<file path="config.mk">
export PLATFORM = sky130hd
export DESIGN_NAME = div_seq_rsp
export DESIGN_NICKNAME = d
export VERILOG_FILES = /design/src/rtl/div_seq_rsp.sv
export SDC_FILE = /design/constraint.sdc
export NUM_CORES = 1
export LEC_CHECK = 0
export CAP_MARGIN = 20
export CORE_MARGIN = 5
export CORE_UTILIZATION = 50
export DETAILED_ROUTE_END_ITERATION = 10
export DONT_BUFFER_PORTS = 1
export GPL_ROUTABILITY_DRIVEN = 0
export PLACE_DENSITY = 0.68
export SLEW_MARGIN = 20
export SYNTH_ARGS = -nofsm -noshare
export SYNTH_HDL_FRONTEND = slang
export SYNTH_SLANG_ARGS = --single-unit
</file>
<file path="constraint.sdc">
create_clock -name clk -period 1.9 [get_ports clk]
set_clock_uncertainty 0.2 [all_clocks]
set_input_delay 0.38 -clock clk [delete_from_list [all_inputs] [get_ports clk]]
set_output_delay 0.38 -clock clk [all_outputs]
set_load 0.1 [all_outputs]
</file>
<file path="src/rtl/div_seq_rsp.sv">
// -----------------------------------------------------------------------------
// div_seq_rsp
//   Sequential restoring divider that responds to the ALU's init handshake
//   for the divide opcode. A 0->1 transition on init captures the operands.
//   One quotient bit is then produced per clock. The block returns the quotient,
//   the remainder, a one-cycle done pulse and a divide-by-zero flag.
//
// Ports
//   clk      in   1      system clock, rising-edge active
//   rst      in   1      asynchronous reset, active-high
//   init     in   1      level request; a start is its rising transition
//   Divdo    in   WIDTH  dividend, unsigned
//   divor    in   WIDTH  divisor, unsigned
//   ResultD  out  WIDTH  quotient, held until the next completion
//   Resto    out  WIDTH  remainder, held until the next completion
//   busy     out  1      high while an operation is in progress
//   done     out  1      one-cycle pulse when the results are newly updated
//   dz       out  1      divide-by-zero flag of the last completed operation
// -----------------------------------------------------------------------------
module div_seq_rsp #(
  parameter int WIDTH = 3
) (
  input  logic             clk,
  input  logic             rst,
  input  logic             init,
  input  logic [WIDTH-1:0] Divdo,
  input  logic [WIDTH-1:0] divor,
  output logic [WIDTH-1:0] ResultD,
  output logic [WIDTH-1:0] Resto,
  output logic             busy,
  output logic             done,
  output logic             dz
);

  localparam int CW = (WIDTH > 1) ? $clog2(WIDTH) : 1;
  localparam logic [CW-1:0] LAST = CW'(WIDTH - 1);

  typedef enum logic [1:0] {
    IDLE,
    CALC,
    FIN
  } state_t;

  state_t           state;
  logic             init_q;
  logic [WIDTH-1:0] q;        // dividend shifting out, quotient shifting in
  logic [WIDTH-1:0] d;        // latched divisor
  logic [WIDTH-1:0] r;        // partial remainder
  logic [CW-1:0]    cnt;

  logic             start;
  logic [WIDTH:0]   rs;
  logic             ge;
  logic [WIDTH-1:0] r_next;
  logic [WIDTH-1:0] q_next;

  assign start = init & ~init_q;

  // One restoring step. When Rs >= D the true difference is below D, so it
  // fits in WIDTH bits and modulo-2^WIDTH subtraction of the low bits is exact.
  // NOTE: every always_comb output is assigned on every path, so no latch is inferred.
  always_comb begin
    rs     = {r, q[WIDTH-1]};
    ge     = (rs >= {1'b0, d});
    r_next = ge ? (rs[WIDTH-1:0] - d) : rs[WIDTH-1:0];
    q_next = {q[WIDTH-2:0], ge};
  end

  // NOTE: sequential state uses non-blocking assignments so that every flop
  // samples the pre-edge values, whatever the statement order.
  always_ff @(posedge clk or posedge rst) begin
    if (rst) begin
      state   <= IDLE;
      init_q  <= 1'b0;
      q       <= '0;
      d       <= '0;
      r       <= '0;
      cnt     <= '0;
      ResultD <= '0;
      Resto   <= '0;
      busy    <= 1'b0;
      done    <= 1'b0;
      dz      <= 1'b0;
    end else begin
      // init_q tracks init in every state. This lets a start edge that arrives
      // while busy be consumed silently.
      init_q <= init;
      done   <= 1'b0;
      case (state)
        IDLE: begin
          if (start) begin
            q     <= Divdo;
            d     <= divor;
            r     <= '0;
            cnt   <= '0;
            busy  <= 1'b1;
            state <= (divor == '0) ? FIN : CALC;
          end
        end
        CALC: begin
          q   <= q_next;
          r   <= r_next;
          cnt <= cnt + CW'(1);
          if (cnt == LAST) begin
            ResultD <= q_next;
            Resto   <= r_next;
            dz      <= 1'b0;
            done    <= 1'b1;
            busy    <= 1'b0;
            state   <= IDLE;
          end
        end
        FIN: begin
          // Divide by zero. The quotient saturates and the dividend is returned as the remainder.
          ResultD <= '1;
          Resto   <= q;
          dz      <= 1'b1;
          done    <= 1'b1;
          busy    <= 1'b0;
          state   <= IDLE;
        end
        default: state <= IDLE;
      endcase
    end
  end

endmodule

</file>
Fig. 1: run 1, clock nets
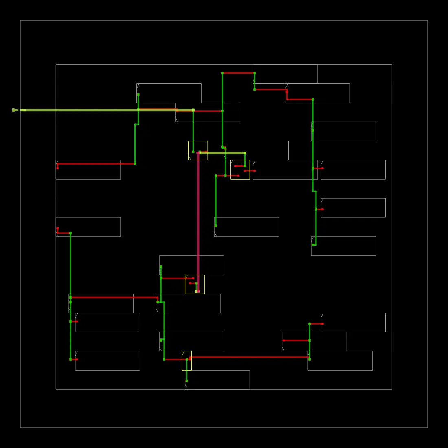
CTS buffer count: 3
flop count: 23
clock buffers: 4

Fig. 2: run 1, wiring by layer
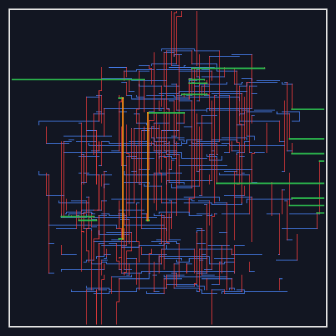
met1 -> blue  # wire length 1060 µm
met3 -> green  # wire length 117 µm
met4 -> orange  # wire length 45.6 µm
met2 -> red  # wire length 1300 µm
DR WL/cell: 14.4 µm
gr usage total: 16.9%

Fig. 3: run 1, gate-type map
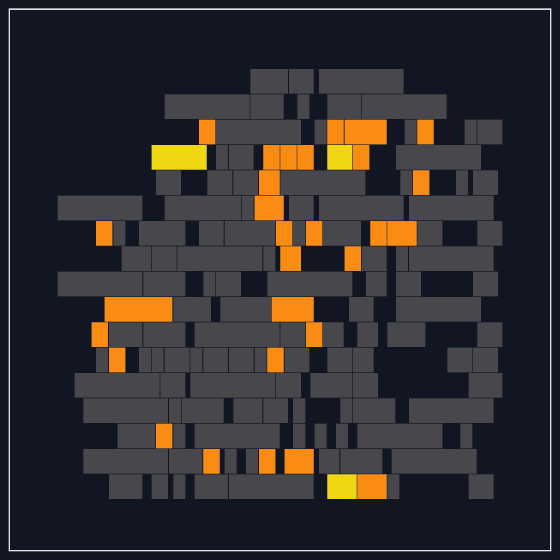
AND-OR and OR-AND gates -> yellow  # cells 3
inverting AOI/OAI gates -> orange  # cells 29
Non-Filler Instances: 175
most frequent logic cell in the layout: buf_4
Comb area share: 36.6%

==> results.json, run 1 <==
{
  "status": "finished with violations",
  "violations": "negative setup slack",
  "drt_iter0_drc": 14,
  "holdPathStages": 2,
  "top_cells_by_count": "23 x dfrtp_1, 14 x nand2_1, 12 x o21ai_0, 10 x a21oi_1, 10 x inv_1",
  "worstPathCellList": "inv_2, ha_4, fa_2, a21bo_4, a211oi_4, buf_6, mux2_4, o22ai_2",
  "inv_count": 10,
  "timing.final.crit_period_ns": 2.13,
  "placed_area_um2": 1340,
  "synth.logic.top_family": "AND-OR/OR-AND gates",
  "hold_violations": 0,
  "ys_types": 28,
  "firstDrtPassIters": 4,
  "worstSetupPathType": "reg2reg",
  "num_vias": 916,
  "core-area_um2": 2210,
  "avgSynthCellArea_um2": 10.2,
  "area_growth_pct": 32.7,
  "register_area_um2": 576,
  "setup_viol": 8,
  "hp-class": "in2reg",
  "syn_area_um2": 1150,
  "path_depth": 8,
  "portBuffers": 0,
  "final.fill_count": 177,
  "r2r-start": "q[2]$_DFFE_PP0P_",
  "ant_nets": 0,
  "clkTransAtPathRegs_ns": 0.12,
  "ys_ff": 23,
  "top_cell": "dfrtp_1",
  "drive_gt1_share_pct": 34.7,
  "xor_area_share_pct": 0.761,
  "std_cell_rows": 17,
  "synthAoiAreaFrac_pct": 17.4,
  "grt_overflow": 0,
  "setup_slack_ns": -0.228,
  "pre_cts_slack_ns": -0.263,
  "dominant_cells": "registers",
  "synthArstFlopShare_pct": 100,
  "cts_hold_buf": 4,
  "crit_path_start": "q[2]$_DFFE_PP0P_",
  "highest_layer": "met4",
  "netlist.top_cell.by_area": "dfrtp_1",
  "crit_end": "Resto[1]$_DFFE_PP0P_",
  "edf_count": 0,
  "simple_gate_area_share_pct": 10.1,
  "ys_sh_adder_pct": 9.35,
  "yosys_area_um2": 1150,
  "grt_pass1_wl_um": 4360,
  "clock_path_buffers": 2,
  "most-common-layout-cells": "28 x buf_4, 23 x dfrtp_1, 14 x nand2_1",
  "ys_cells": 113,
  "worstHoldStart": "Divdo[2]",
  "fin_nets": 165,
  "nWellTaps": 28,
  "cts_resized": 13,
  "top_cell_area_share_pct": 50.0,
  "area.combinational_um2": 559,
  "r2r_setup_slack_ns": -0.23,
  "root_buffer": "clkbuf_4",
  "dr_wl_met2_um": 1300,
  "clk_latency_ns": 0.31,
  "max_stage_delay_ns": 0.41,
  "period_used_pct": 112,
  "grt.met1_usage_pct": 21.6,
  "mux_area_share_pct": 6.52,
  "cp-end-kind": "register"
}
Fig. 4: run 1, port wiring
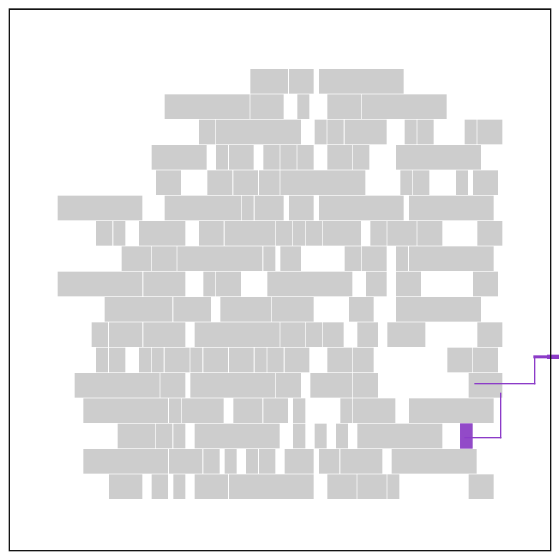

==> run 1 -> run 2 <==
HOLD_SLACK_MARGIN = 0.1   (was not set)
Fig. 5: run 2, port wiring
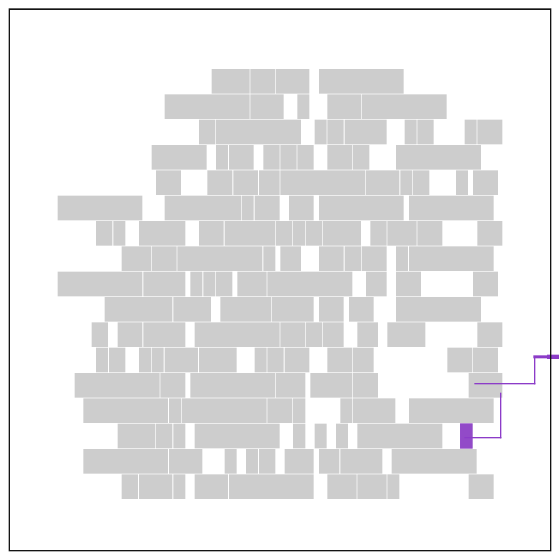
rst -> purple  # bits 1, direction input, end cells 1, buffers 1, wire 19.0 µm
num ports: 18
Port Buffers: 0

==> run 2 against run 1 <==
  * The run still ends with negative setup slack left
  * Via count is 1.7% higher
  * Synthesized cell count did not move
  * Non-clock buffer count increased by 2
  * Worst hold slack gained 0.071 ns
  * Maximum frequency down 0.13%
  * Worst setup slack worse by 0.0029 ns
  * Synthesized area unchanged
  * Design area grew 2.4%
  * Register-to-register slack is essentially flat
==> results.json, run 2 <==
{
  "status": "finished with violations",
  "violations": "negative setup slack",
  "grt.met1_usage_pct": 22.7,
  "worstPathCellList": "inv_2, ha_4, fa_2, a21bo_4, a211oi_4, buf_6, mux2_4, o22ai_2",
  "netlist.top_cell.by_area": "dfrtp_1",
  "r2r_setup_slack_ns": -0.23,
  "top_cells_by_count": "23 x dfrtp_1, 14 x nand2_1, 12 x o21ai_0, 10 x a21oi_1, 10 x inv_1",
  "synth.logic.top_family": "AND-OR/OR-AND gates",
  "ys_cells": 113,
  "clock_path_buffers": 2,
  "setup_slack_ns": -0.231,
  "ys_seq_share_pct": 50.0,
  "dr_wl_met2_um": 1370,
  "clkTransAtPathRegs_ns": 0.13,
  "avgSynthCellArea_um2": 10.2,
  "design.seq.count": 23,
  "edf_count": 0,
  "dominant_cells": "registers",
  "xor_area_share_pct": 0.761,
  "most-common-layout-cells": "27 x buf_4, 23 x dfrtp_1, 14 x nand2_1",
  "worstSetupPathType": "reg2reg",
  "cp-end-kind": "register",
  "period_used_pct": 112,
  "drive_gt1_share_pct": 34.2,
  "drt_iter0_drc": 17,
  "clk_latency_ns": 0.30,
  "top_cell_area_share_pct": 50.0,
  "grt_pass1_wl_um": 4650,
  "hp-class": "in2async",
  "path_depth": 8,
  "wl_per_cell_um": 14.8,
  "num_vias": 932,
  "crit_end": "Resto[1]$_DFFE_PP0P_",
  "fin_nets": 167,
  "setup_viol": 8,
  "final.fill_count": 170,
  "grt_overflow": 0,
  "firstDrtPassIters": 4,
  "cts_hold_buf": 7,
  "final_common_cell": "buf_4",
  "root_buffer": "clkbuf_4",
  "cts_buffers": 3,
  "synthAoiAreaFrac_pct": 17.4,
  "placed_area_um2": 1340,
  "inv_count": 10,
  "timing.final.crit_period_ns": 2.13,
  "area.combinational_um2": 572,
  "ys_sh_adder_pct": 9.35,
  "core-area_um2": 2210,
  "nWellTaps": 28,
  "ant_nets": 0,
  "syn_area_um2": 1150,
  "std_cell_rows": 17,
  "clock-sinks": 23,
  "r2r-start": "q[2]$_DFFE_PP0P_",
  "ys_types": 28,
  "yosys_area_um2": 1150,
  "clkbuf_count": 4,
  "cts_resized": 13,
  "pre_cts_slack_ns": -0.263,
  "simple_gate_area_share_pct": 10.1,
  "max_stage_delay_ns": 0.41,
  "ys_ff": 23,
  "area_growth_pct": 35.9,
  "arrival_ns": 2.16,
  "hold_slack_ns": 0.147,
  "register_area_um2": 576,
  "hold_violations": 0
}
Fig. 6: run 2, gate-type map
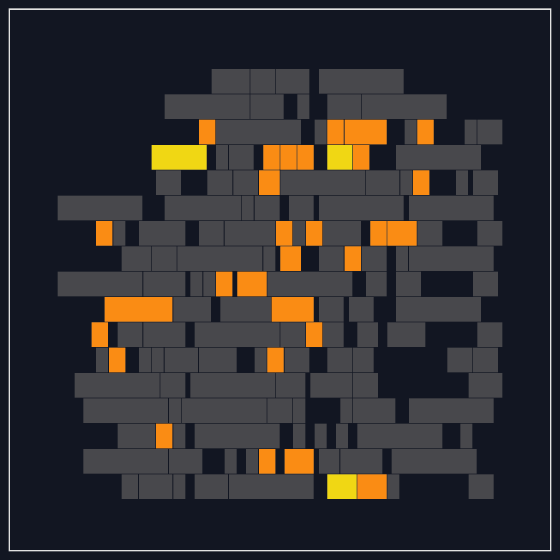
inverting AOI/OAI gates -> orange  # cells 29
AND-OR and OR-AND gates -> yellow  # cells 3
Non-Filler Instances: 177
Comb area share: 36.6%

==> run 2 -> run 3 <==
SLEW_MARGIN = not set   (was 20)
Fig. 7: run 3, clock network drawn from the DEF
Scale bar: 20 µm.
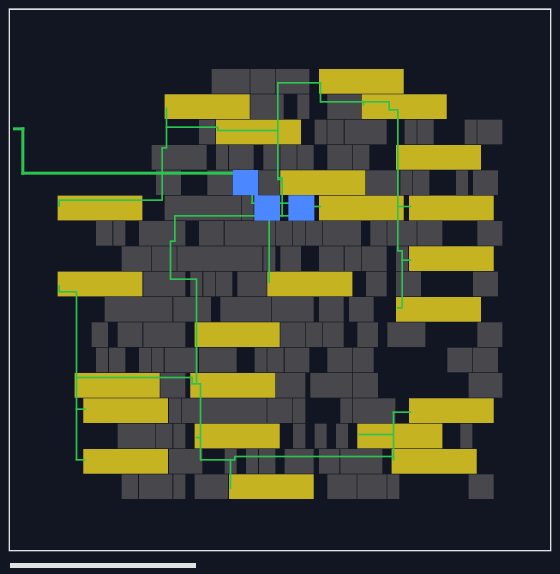
clock wires -> green  # length 249 µm
cells driving clock nets -> blue  # count 3
flip-flops -> yellow  # count 23
flops lie = spread over the die
clock insertion delay at the later pin of the skew report: 0.30 ns

Fig. 8: run 3, gate-type map
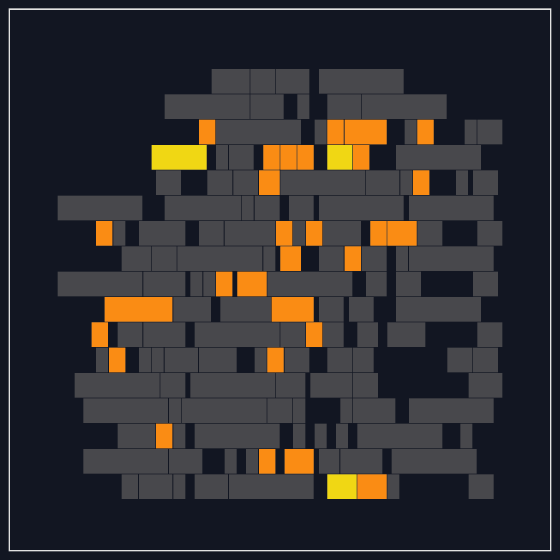
AND-OR and OR-AND gates -> yellow  # cells 3
inverting AOI/OAI gates -> orange  # cells 29

==> run 3 against run 2 <==
  * The run still ends with negative setup slack left
  * Synthesized cell count did not move
  * Count of clock-buffer cells in the layout stayed put
  * Critical endpoint unchanged
  * Die area is the same
  * Sequential cell count unchanged
  * Worst setup slack is the same
  * Register-to-register slack about the same
  * Design area did not move
  * Sequential share of layout area unchanged
  * Non-clock buffer count unchanged
  * Via count unchanged
==> results.json, run 3 <==
{
  "status": "finished with violations",
  "violations": "negative setup slack",
  "synth.logic.top_family": "AND-OR/OR-AND gates",
  "ys_cells": 113,
  "netlist.top_cell.by_area": "dfrtp_1",
  "xor_area_share_pct": 0.761,
  "root_buffer": "clkbuf_4",
  "area.combinational_um2": 572,
  "edf_count": 0,
  "nWellTaps": 28,
  "clkbuf_count": 4,
  "stdcell_count": 177,
  "mux_area_share_pct": 6.52,
  "avgSynthCellArea_um2": 10.2,
  "inv_count": 10,
  "yosys_area_um2": 1150,
  "cts_hold_buf": 7,
  "ys_ff": 23,
  "worstSetupPathType": "reg2reg",
  "clkTransAtPathRegs_ns": 0.13,
  "final_common_cell": "buf_4",
  "dr_wl_met2_um": 1370,
  "setup_slack_ns": -0.231,
  "clock_path_buffers": 2,
  "cts_buffers": 3,
  "arrival_ns": 2.16,
  "drt_iter0_drc": 17,
  "ant_nets": 0,
  "design.seq.count": 23,
  "final.fill_count": 170,
  "crit_path_start": "q[2]$_DFFE_PP0P_",
  "dominant_cells": "registers",
  "period_used_pct": 112,
  "num_vias": 932,
  "synthAoiAreaFrac_pct": 17.4,
  "syn_area_um2": 1150,
  "fin_nets": 167,
  "wl_per_cell_um": 14.8,
  "portBuffers": 0,
  "ys_sh_adder_pct": 9.35,
  "firstDrtPassIters": 4,
  "setup_viol": 8,
  "most-common-layout-cells": "27 x buf_4, 23 x dfrtp_1, 14 x nand2_1",
  "pre_cts_slack_ns": -0.263,
  "drive_gt1_share_pct": 34.2,
  "grt_overflow": 0,
  "top_cell": "dfrtp_1"
}
